<file path="src/rtl/mod_counter_chain.sv">
// Cascaded multi-digit modulo counter with up/down stepping, clear, clamped parallel load,
// per-digit carry/borrow and a sticky full-counter wrap flag.
module mod_counter_chain #(
    parameter int unsigned MOD_VALUE   = 10,
    parameter int unsigned DIGIT_WIDTH = 4,
    parameter int unsigned NUM_DIGITS  = 3
) (
    input  logic                              clk,
    input  logic                              reset,
    input  logic                              clear,
    input  logic                              load,
    input  logic [NUM_DIGITS*DIGIT_WIDTH-1:0] load_value,
    input  logic                              increment,
    input  logic                              decrement,
    output logic [NUM_DIGITS*DIGIT_WIDTH-1:0] count,
    output logic [NUM_DIGITS-1:0]             digit_carry,
    output logic                              rolling_over,
    output logic                              rolling_under,
    output logic                              wrapped
);

    localparam int unsigned CountWidth = NUM_DIGITS * DIGIT_WIDTH;

    if (MOD_VALUE < 2 || longint'(MOD_VALUE) > (longint'(1) << DIGIT_WIDTH) || NUM_DIGITS < 1)
    begin : g_bad_params
        $error("mod_counter_chain: illegal MOD_VALUE/DIGIT_WIDTH/NUM_DIGITS");
    end

    localparam logic [DIGIT_WIDTH-1:0] MaxDigit = DIGIT_WIDTH'(MOD_VALUE - 1);
    localparam logic [DIGIT_WIDTH:0]   ModWide  = (DIGIT_WIDTH + 1)'(MOD_VALUE);

    logic [CountWidth-1:0]  r_count;
    logic                   r_wrapped;
    logic [CountWidth-1:0]  w_count_d;
    logic                   w_up;
    logic                   w_down;
    logic [NUM_DIGITS:0]    w_up_en;
    logic [NUM_DIGITS:0]    w_dn_en;
    logic [DIGIT_WIDTH-1:0] w_digit      [NUM_DIGITS];
    logic [DIGIT_WIDTH-1:0] w_load_digit [NUM_DIGITS];
    logic [NUM_DIGITS-1:0]  w_at_max;
    logic [NUM_DIGITS-1:0]  w_at_zero;

    for (genvar gi = 0; gi < NUM_DIGITS; gi++) begin : g_digit
        logic [DIGIT_WIDTH-1:0] w_ld_raw;
        assign w_digit[gi]   = r_count[gi*DIGIT_WIDTH +: DIGIT_WIDTH];
        assign w_ld_raw      = load_value[gi*DIGIT_WIDTH +: DIGIT_WIDTH];
        assign w_at_max[gi]  = (w_digit[gi] == MaxDigit);
        assign w_at_zero[gi] = (w_digit[gi] == '0);
        // Out-of-range load digits saturate to the largest legal digit.
        assign w_load_digit[gi] = ({1'b0, w_ld_raw} >= ModWide) ? MaxDigit : w_ld_raw;
    end

    assign w_up   = increment && !decrement && !clear && !load;
    assign w_down = decrement && !increment && !clear && !load;

    // w_up_en[i]/w_dn_en[i]: digit i steps this cycle; bit i+1 is digit i's carry/borrow out.
    always_comb begin
        w_up_en    = '0;
        w_dn_en    = '0;
        w_count_d  = r_count;
        w_up_en[0] = w_up;
        w_dn_en[0] = w_down;
        for (int i = 0; i < NUM_DIGITS; i++) begin
            w_up_en[i+1] = w_up_en[i] && w_at_max[i];
            w_dn_en[i+1] = w_dn_en[i] && w_at_zero[i];
            if (clear) begin
                w_count_d[i*DIGIT_WIDTH +: DIGIT_WIDTH] = '0;
            end else if (load) begin
                w_count_d[i*DIGIT_WIDTH +: DIGIT_WIDTH] = w_load_digit[i];
            end else if (w_up_en[i]) begin
                w_count_d[i*DIGIT_WIDTH +: DIGIT_WIDTH] =
                    w_at_max[i] ? '0 : w_digit[i] + 1'b1;
            end else if (w_dn_en[i]) begin
                w_count_d[i*DIGIT_WIDTH +: DIGIT_WIDTH] =
                    w_at_zero[i] ? MaxDigit : w_digit[i] - 1'b1;
            end
        end
    end

    always_ff @(posedge clk or posedge reset) begin
        if (reset) begin
            r_count   <= '0;
            r_wrapped <= 1'b0;
        end else begin
            r_count <= w_count_d;
            if (clear) begin
                r_wrapped <= 1'b0;
            end else if (rolling_over || rolling_under) begin
                r_wrapped <= 1'b1;
            end
        end
    end

    assign count         = r_count;
    assign wrapped       = r_wrapped;
    assign digit_carry   = w_up_en[NUM_DIGITS:1] | w_dn_en[NUM_DIGITS:1];
    assign rolling_over  = w_up_en[NUM_DIGITS];
    assign rolling_under = w_dn_en[NUM_DIGITS];

endmodule

</file>
<file path="config.mk">
export PLATFORM = sky130hd
export DESIGN_NAME = mod_counter_chain
export DESIGN_NICKNAME = d
export VERILOG_FILES = /design/src/rtl/mod_counter_chain.sv
export SDC_FILE = /design/constraint.sdc
export NUM_CORES = 1
export LEC_CHECK = 0
export CORE_ASPECT_RATIO = 0.6
export CORE_UTILIZATION = 53
export DETAILED_ROUTE_END_ITERATION = 6
export PLACE_DENSITY = 0.86
export SLEW_MARGIN = 0
export SYNTH_ARGS = -nofsm -noshare
export SYNTH_HDL_FRONTEND = slang
export SYNTH_SLANG_ARGS = --single-unit
</file>
<file path="constraint.sdc">
create_clock -name clk -period 4.2 [get_ports clk]
set_input_delay 0.84 -clock clk [delete_from_list [all_inputs] [get_ports clk]]
set_output_delay 0.84 -clock clk [all_outputs]
set_load 0.1 [all_outputs]
</file>
==> notes.md, run 1 <==
Implementation run completed; key figures follow.

Cells and area:
- The run puts the number of inserted diodes at 0.
- The most common logic cells in the final layout are 30 x sky130_fd_sc_hd__clkdlybuf4s50_1, 15 x sky130_fd_sc_hd__inv_1, 14 x sky130_fd_sc_hd__nand2_1.
- After layout the clock buffers and inverters come to under 10% of cell area.

Final timing:
- On the final layout, the worst clock skew is 0.00234 ns.
- The run puts the number of failing hold endpoints at the final stage at 0.
- The run puts the transition time at the pin with the least slew margin at between 0.9 and 1 ns.

Synthesis:
- The run puts the post-synthesis area per instance at approximately 8 sq um.
- The run gives the sequential area share after synthesis as between 20% and 30%.
- The run puts the chip area in the Yosys report at 1380 sq um.
- The run gives the total cells reported by yosys after synthesis as around 170.
- In this run the biggest area consumer among cell types represents a little under a quarter of the synthesized area.
- The most used flip-flop cell after synthesis is sky130_fd_sc_hd__dfrtp_1.
- The cell count after synthesis came out at between 150 and 200.

Clocking:
- TritonCTS built the clock tree.
- The run gives the maximum clock path buffer count as 2.
- The run gives the CTS sink count as 13.

GRT:
- For this run the aggregate overflow at the end of global routing stands at 0.

Power and ir drop:
- The run gives the total chip power as between 0.4 and 0.5 mW.

Critical path:
- The run gives the launching element type of the critical path as a primary input.
- The data arrival time reported for the critical path is 3.04 ns.
- The setup path with the least slack is of type in -> out.

Status:
- The run finished with clean final reports.

Drt:
- The run puts the total wire length at 4180 um.
- The run gives the total via count in the routed design as 1520.

Run:
- The run gives the count of tool warnings as 33.

Placed design:
- The run gives the area after detailed placement as 1800 sq um.
- The run gives the detailed placement HPWL as slightly above 3000 um.
- In this run, placement finished with an instance count of roughly 230.
-- run 1: per-layer routing --
| layer | GRT usage [%] | vias to the layer above |
|---|---|---|
| met5 | 0 | - |
| met4 | 14.2 | 0 |
| met3 | 4.67 | 8 |
| met2 | 47.7 | 90 |
| met1 | 47.6 | 710 |
| li1 | - | 712 |
-- run 1: sequential cells by signal, indices dropped and copies added (netlist names) --
signal	count
wrapped	1
count	12
-- run 1: power breakdown --
part	leakage [nW]	internal (mW)	switching, mW
logic	0.568	0.0741	0.139
registers	0.172	0.134	0.0212
clock network	0.0228	0.0674	0.0533
-- run 1: worst paths after layout --
kind	start	end	slack [ns]	cells after the start
max in group asynchronous	reset	count[7]	2.89	2
min in group asynchronous	reset	count[10]	0.94	2
worst min register to register	wrapped	wrapped	0.50	1
worst min-delay path	wrapped	wrapped	0.50	1
worst max-delay path	decrement	digit_carry[2]	0.32	6
worst max register to register	count[4]	count[8]	1.60	7
-- run 1: cell families after synthesis --
| family | Yosys count |
|---|---|
| AND-OR/OR-AND | 56 |
| XOR/XNOR | 1 |
| adder cells (fa/ha/maj) | 10 |
| buffers and inverters | 25 |
| flip-flops | 13 |
| multiplexers | 1 |
| AND/OR/NAND/NOR | 68 |
-- run 1: per-stage QoR --
step | worst slack [ns] | utilization [%]
CTS | 0.321 | 79.8
detailed placement | 0.359 | 77.9
global route | 0.228 | 79.8
global placement | 0.444 | 77.9
floorplan | 0.262 | -
finish | 0.325 | 79.8
-- run 1: worst max-delay path, stage by stage --
cell and delay [ns]:
sky130_fd_sc_hd__clkdlybuf4s50_1 0.52, sky130_fd_sc_hd__or4b_4 0.66, sky130_fd_sc_hd__nor3_1 0.40, sky130_fd_sc_hd__nand3_1 0.14
sky130_fd_sc_hd__a21oi_2 0.25, sky130_fd_sc_hd__buf_12 0.21
**Run 1: sizing map**

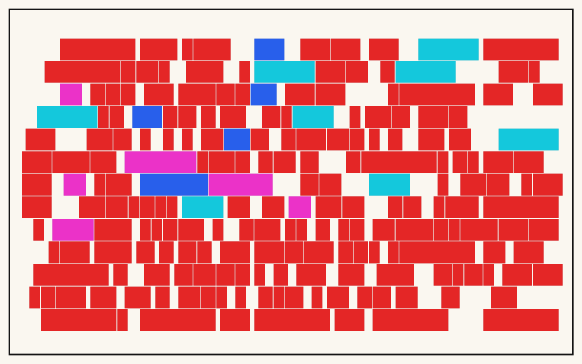
blue -> _2 cells  # cells 5, share 2.4%, most used nor3_2
red -> _0 and _1 cells  # cells 188, share 91%, most used clkdlybuf4s50_1
magenta -> _3 and _4 cells  # cells 6, share 2.9%, most used buf_4
cyan -> _6 and larger  # cells 8, share 3.9%, most used buf_12
post-route worst setup slack: 0.325 ns
Syn-to-layout area delta: 34.0%
Buffers excl. clock: 38
area of all placed cells without fillers: 1840 sq um

**Run 1: port wiring**

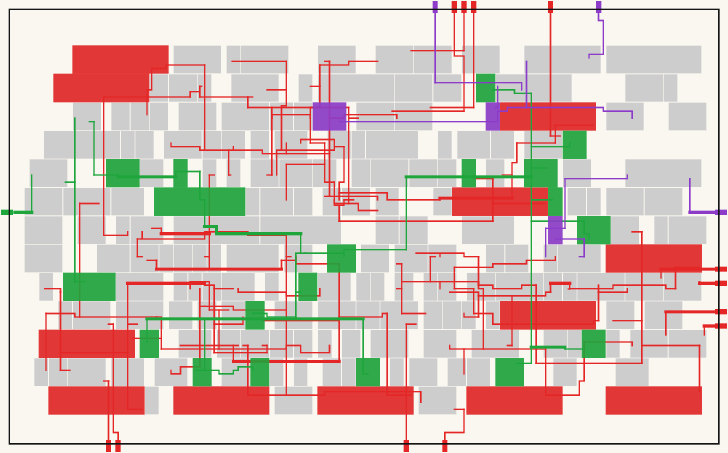
purple -> digit_carry  # bits 3, direction output, edge 2 top, 1 right, end cells 3, wire 85.1 um
red -> count  # bits 12, direction output, edge 4 bottom, 4 top, 4 right, end cells 12, wire 850 um
green -> load  # bits 1, direction input, edge left, end cells 19, wire 190 um

**Run 1: track usage over the die**

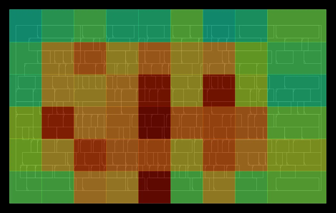
met3 usage: 4.67%
final core utilization: 79.8%
overall fraction of global-route tracks in use: 32.8%
mean routed wirelength per cell: 17.6 um

==> run 1 -> run 2 <==
--- a/config.mk
+++ b/config.mk
@@ -5,9 +5,11 @@
 export SDC_FILE = /design/constraint.sdc
 export NUM_CORES = 1
 export LEC_CHECK = 0
-export CORE_ASPECT_RATIO = 0.6
+export CAP_MARGIN = 5
+export CORE_ASPECT_RATIO = 1.25
 export CORE_UTILIZATION = 53
 export DETAILED_ROUTE_END_ITERATION = 6
+export MAX_ROUTING_LAYER = met4
 export PLACE_DENSITY = 0.86
 export SLEW_MARGIN = 0
 export SYNTH_ARGS = -nofsm -noshare
**Run 2: port wiring**

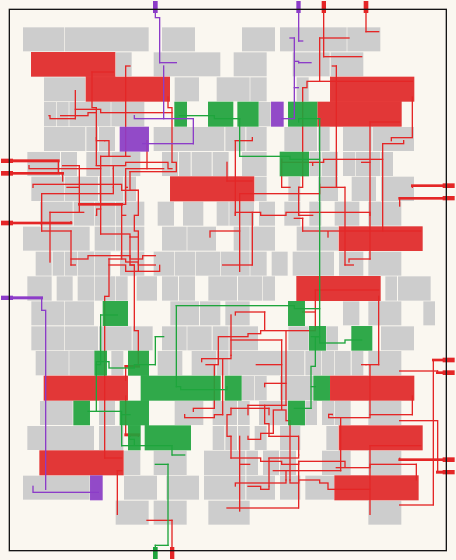
purple -> digit_carry  # bits 3, direction output, edge 2 top, 1 left, end cells 3, wire 77.7 um
red -> count  # bits 12, direction output, edge 6 right, 3 left, 2 top, 1 bottom, end cells 12, wire 803 um
green -> load  # bits 1, direction input, edge bottom, end cells 19, wire 149 um

==> notes.md, run 2 <==
Implementation run completed; key figures follow.

Final timing:
- The transition time at the pin with the least slew margin came to 0.980 ns (+0.00258 ns).
- The worst clock skew on the final layout is 0.0115 ns (+0.00916 ns).
- The run gives the smallest setup slack after layout as 0.364 ns (+0.0389 ns).

Critical path:
- The worst setup path is of the in -> out kind.
- Broken down by cell family, the worst path's largest delay share belongs to simple AND/OR/NAND/NOR gates.
- For reference, the critical path cell chain is clkdlybuf4s50_1 -> or4b_4 -> nor3_1 -> nand3_1 -> a21oi_2 -> buf_12.
- STA classifies the critical path startpoint as a primary input.

Cells and area:
- The run puts the synthesis-to-layout area growth at 33.5%.
- The end-of-flow core utilization was 74.9% (-5.0 points).

Power and ir drop:
- The power in sequential cells was 0.154 mW (about the same).
- The switching power summed over all nets came to 0.202 mW (-5.4%).
- Ranked by power, first place goes to combinational logic.

Synthesis:
- The run puts the chip area in the Yosys report at 1380 sq um (unchanged).
- The run puts the post-synthesis area per instance at 7.91 sq um (unchanged).
- The run gives the fraction of synthesized cell area taken by the top area cell type as 23.6% (unchanged).

Drt:
- The run gives the total wire length as 3890 um (-6.9%).
- The run gives the total via count in the routed design as 1526 (+0.39%).
- The run gives the final routed wire length divided by cell count as 16.1 um (-8.5%).

Clocking:
- The maximum clock path buffer count is 2 (unchanged).

Status:
- The run finished with clean final reports.

GRT:
- The run gives the aggregate global routing overflow as 0 (unchanged).
**Run 2: signal metal coverage by tile**

Scale bar: 10 um. 10 x 12 tiles, from dark purple (low) to yellow (high), scaled to the fullest tile. Values are wire area over tile area, all layers added.
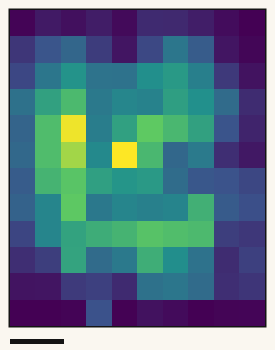
tiles over half the peak = 25%
nearly empty tiles = 8.3%
fullest tile = 0.67
emptiest ninth of the die = upper right
mean over tiles = 0.23

run 2: netlist changes by cell type in the layout (fill, tap and decap cells not counted):
cell | previous run | this run
sky130_fd_sc_hd__buf_4 | 3 | 4
sky130_fd_sc_hd__clkbuf_4 | 0 | 3
sky130_fd_sc_hd__clkbuf_8 | 3 | 0
run 2: cells by family after synthesis:
group	synth area share (%)
compound gates	27.5
xor+xnor	0.636
fa+ha+maj	9.09
buf+inv	8.09
flops	23.6
mux	1.64
simple gates	29.5
run 2: final cells by class:
cell class / instances / area [sq um]
fillers: 211 / 616
clock buffers: 4 / 26.3
well taps: 33 / 41.3
flip-flops and latches: 13 / 325
inverters: 16 / 60.1
multi-input cells: 136 / 953
repair buffers: 39 / 430
run 2: final timing paths:
path,slack [ns],start,end,depth (start not counted)
min in group asynchronous,0.90,reset,count[0],2
hold / removal,0.52,wrapped,wrapped,1
max in group asynchronous,2.92,reset,wrapped,2
setup / recovery,0.36,decrement,digit_carry[2],6
hold reg to reg,0.52,wrapped,wrapped,1
setup reg to reg,1.76,count[1],count[4],7
run 2: routing by layer:
| metal | wire (um) | GRT usage (%) | vias to the layer above | share of wire, % |
|---|---|---|---|---|
| met3 | 271 | 3.35 | 10 | 7.0 |
| met2 | 2030 | 51.1 | 76 | 52 |
| met4 | 76 | 17.5 | 0 | 2.0 |
| met5 | 0 | - | - | 0 |
| li1 | - | - | 718 | - |
| met1 | 1510 | 37.0 | 722 | 39 |
run 2: through the flow:
stage	area (sq um)	total power, mW	instances	hold slack, ns
CTS	1840	0.449	241	0.525
global placement	1810	0.362	237	0.485
floorplan	1390	0.304	174	0.717
global route	1840	0.475	241	0.553
detailed placement	1810	0.367	237	0.507
finish	1840	0.448	241	0.522
==> run 2 -> run 3 <==
--- a/config.mk
+++ b/config.mk
@@ -11,6 +11,7 @@
 export DETAILED_ROUTE_END_ITERATION = 6
 export MAX_ROUTING_LAYER = met4
 export PLACE_DENSITY = 0.86
+export RECOVER_POWER = 25
 export SLEW_MARGIN = 0
 export SYNTH_ARGS = -nofsm -noshare
 export SYNTH_HDL_FRONTEND = slang
**Run 3: port wiring**

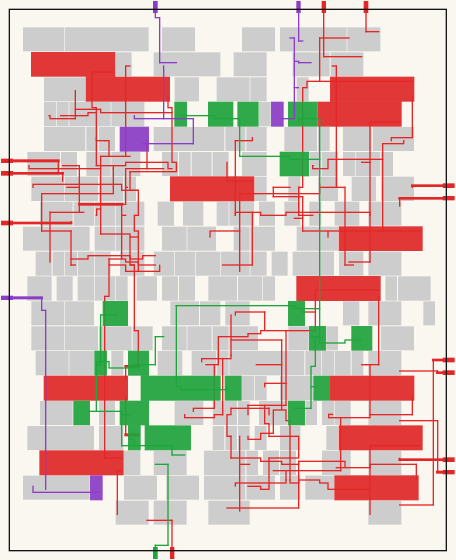
green -> load  # bits 1, direction input, edge bottom, end cells 19, wire 149 um
red -> count  # bits 12, direction output, edge 6 right, 3 left, 2 top, 1 bottom, end cells 12, wire 804 um
purple -> digit_carry  # bits 3, direction output, edge 2 top, 1 left, end cells 3, wire 77.7 um
total of buffers placed on input and output ports: 35
number of placed I/O pins: 36

==> notes.md, run 3 <==
Implementation run completed; key figures follow.

Cells and area:
- The run gives the synthesis-to-layout area growth as 33.5% (unchanged).
- The combinational gate area came to 953 sq um (unchanged).
- The run gives the area of all sequential standard cells as 325 sq um (unchanged).
- The run gives the number of flip-flops in the largest register as 12.
- The run puts the count of filler cells inserted in the layout at 211 (unchanged).

Critical path:
- The signal on the critical path passes through clkdlybuf4s50_1 -> or4b_4 -> nor3_1 -> nand3_1 -> a21oi_2 -> buf_12.
- The run puts the logic depth of the worst register-to-register path at 7 (unchanged).
- For reference, the most critical setup path is categorized as in -> out.
- The timing report attributes the biggest portion of critical-path delay to simple AND/OR/NAND/NOR gates.
- The run gives the number of cells on the critical path as 6 (unchanged).
- Together, buffers and inverters on the worst path number 2.
- The run gives the launching element type of the critical path as a primary input.

Final timing:
- Setup repair after global routing left no endpoint under its margin.
- The run gives the worst hold slack as 0.522 ns (unchanged).
- The run gives the worst clock skew on the final layout as 0.0114 ns (-0.0000674 ns).

Clocking:
- The run gives the clock tree from TritonCTS as yes.
- The run gives the maximum clock path buffer count as 2 (unchanged).
- Per the repair_timing log after CTS, setup buffers inserted total 0.

Status:
- The flow ran to the end, and the final reports show no timing, DRC or antenna violations.

Synthesis:
- The run puts the fraction of synthesized cell area taken by the top area cell type at 23.6% (unchanged).
- The run gives the share of synthesized registers carrying an async set or reset as 100%.
- The run gives the post-synthesis area per instance as 7.91 sq um (unchanged).
- The run gives the chip area in the Yosys report as 1380 sq um (unchanged).

Hold path:
- The instance count along the most critical hold path was 1 (unchanged).

Drt:
- The run puts the total wire length at 3890 um (about the same).
- The run gives the remaining routing DRC violations as 0.
- The run puts the total via count in the routed design at 1527 (+0.066%).

GRT:
- The run gives the aggregate global routing overflow as 0 (unchanged).
**Run 3: sizing map**

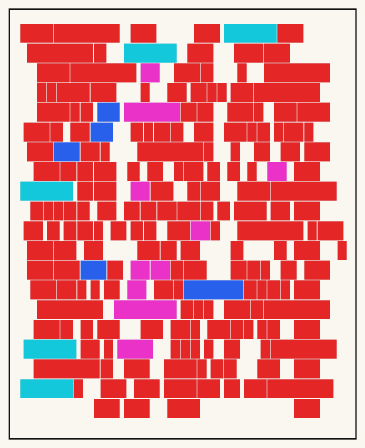
magenta -> _3 and _4 cells  # cells 10, share 4.8%, most used buf_4
blue -> _2 cells  # cells 5, share 2.4%, most used nor3_2
cyan -> _6 and larger  # cells 5, share 2.4%, most used buf_12
red -> _0 and _1 cells  # cells 188, share 90%, most used clkdlybuf4s50_1

run 3: cell type report:
cell class                 instances  share of cell area [%]
clock buffer                       4                    1.43
inverter                          16                    3.27
multi-input combinational        136                    51.9
sequential                        13                    17.7
tap                               33                    2.25
timing repair buffer              39                    23.4
run 3: cells by family (layout without fill, tap and decap cells):
| kind of cell | Yosys count | after routing | synth area share, % |
|---|---|---|---|
| simple gates | 68 | 68 | 29.5 |
| compound gates | 56 | 56 | 27.5 |
| buf+inv | 25 | 59 | 8.09 |
| flops | 13 | 13 | 23.6 |
| fa+ha+maj | 10 | 10 | 9.09 |
| xor+xnor | 1 | 1 | 0.636 |
| mux | 1 | 1 | 1.64 |
run 3: path summary, 6_finish.rpt:
check / slack (ns) / endpoint / from
setup reg to reg: 1.76 / count[4] / count[1]
hold reg to reg: 0.52 / wrapped / wrapped
hold / removal: 0.52 / wrapped / wrapped
max in group asynchronous: 2.78 / wrapped / reset
min in group asynchronous: 1.04 / count[0] / reset
setup / recovery: 0.36 / digit_carry[2] / decrement
run 3: per-layer routing:
layer | GRT usage [%] | up-vias | part of all wire (%)
met1 | 37.0 | 723 | 39
met4 | 17.5 | 0 | 2.0
met5 | - | - | 0
li1 | - | 718 | -
met3 | 3.35 | 10 | 7.0
met2 | 51.1 | 76 | 52
run 3: stage by stage:
stage	setup WS [ns]	instance area, sq um	util (%)	power [mW]	cells
after global routing	0.289	1840	74.9	0.474	241
after CTS	0.370	1840	74.9	0.449	241
after detailed placement	0.367	1810	73.8	0.367	237
final	0.364	1840	74.9	0.448	241
after floorplan	0.262	1390	-	0.304	174
after global placement	0.457	1810	73.8	0.362	237
run 3: power breakdown:
| part | switching, mW | internal [mW] |
|---|---|---|
| clock | 0.0441 | 0.0369 |
| sequential | 0.0203 | 0.133 |
| combinational | 0.137 | 0.0756 |

==> notes/layouts.md <==
Pictures saved along the way, in no particular order.

Placement by cell class.
panel A
Scale bar: 10 um.
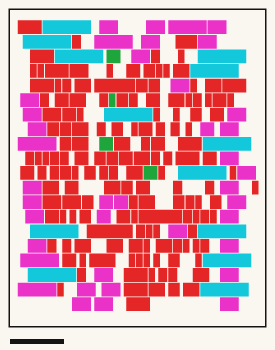
panel B
Scale bar: 20 um.
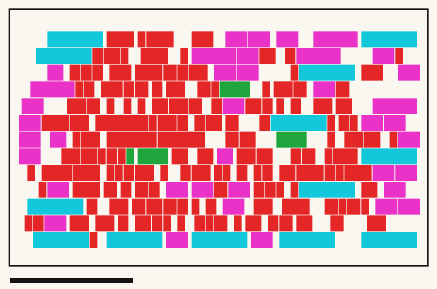
panel A -> run 2
panel B -> run 1

Key to panel A:
magenta -> remaining buffers and delay cells  # cells 39, share of their area 24%
green -> clock drivers and dummy loads  # cells 4, share of their area 1.5%
cyan -> sequential cells  # cells 13, share of their area 18%
red -> combinational and other logic  # cells 152, share of their area 56%

No activity file was given, so power comes from the tool's default toggle rates.
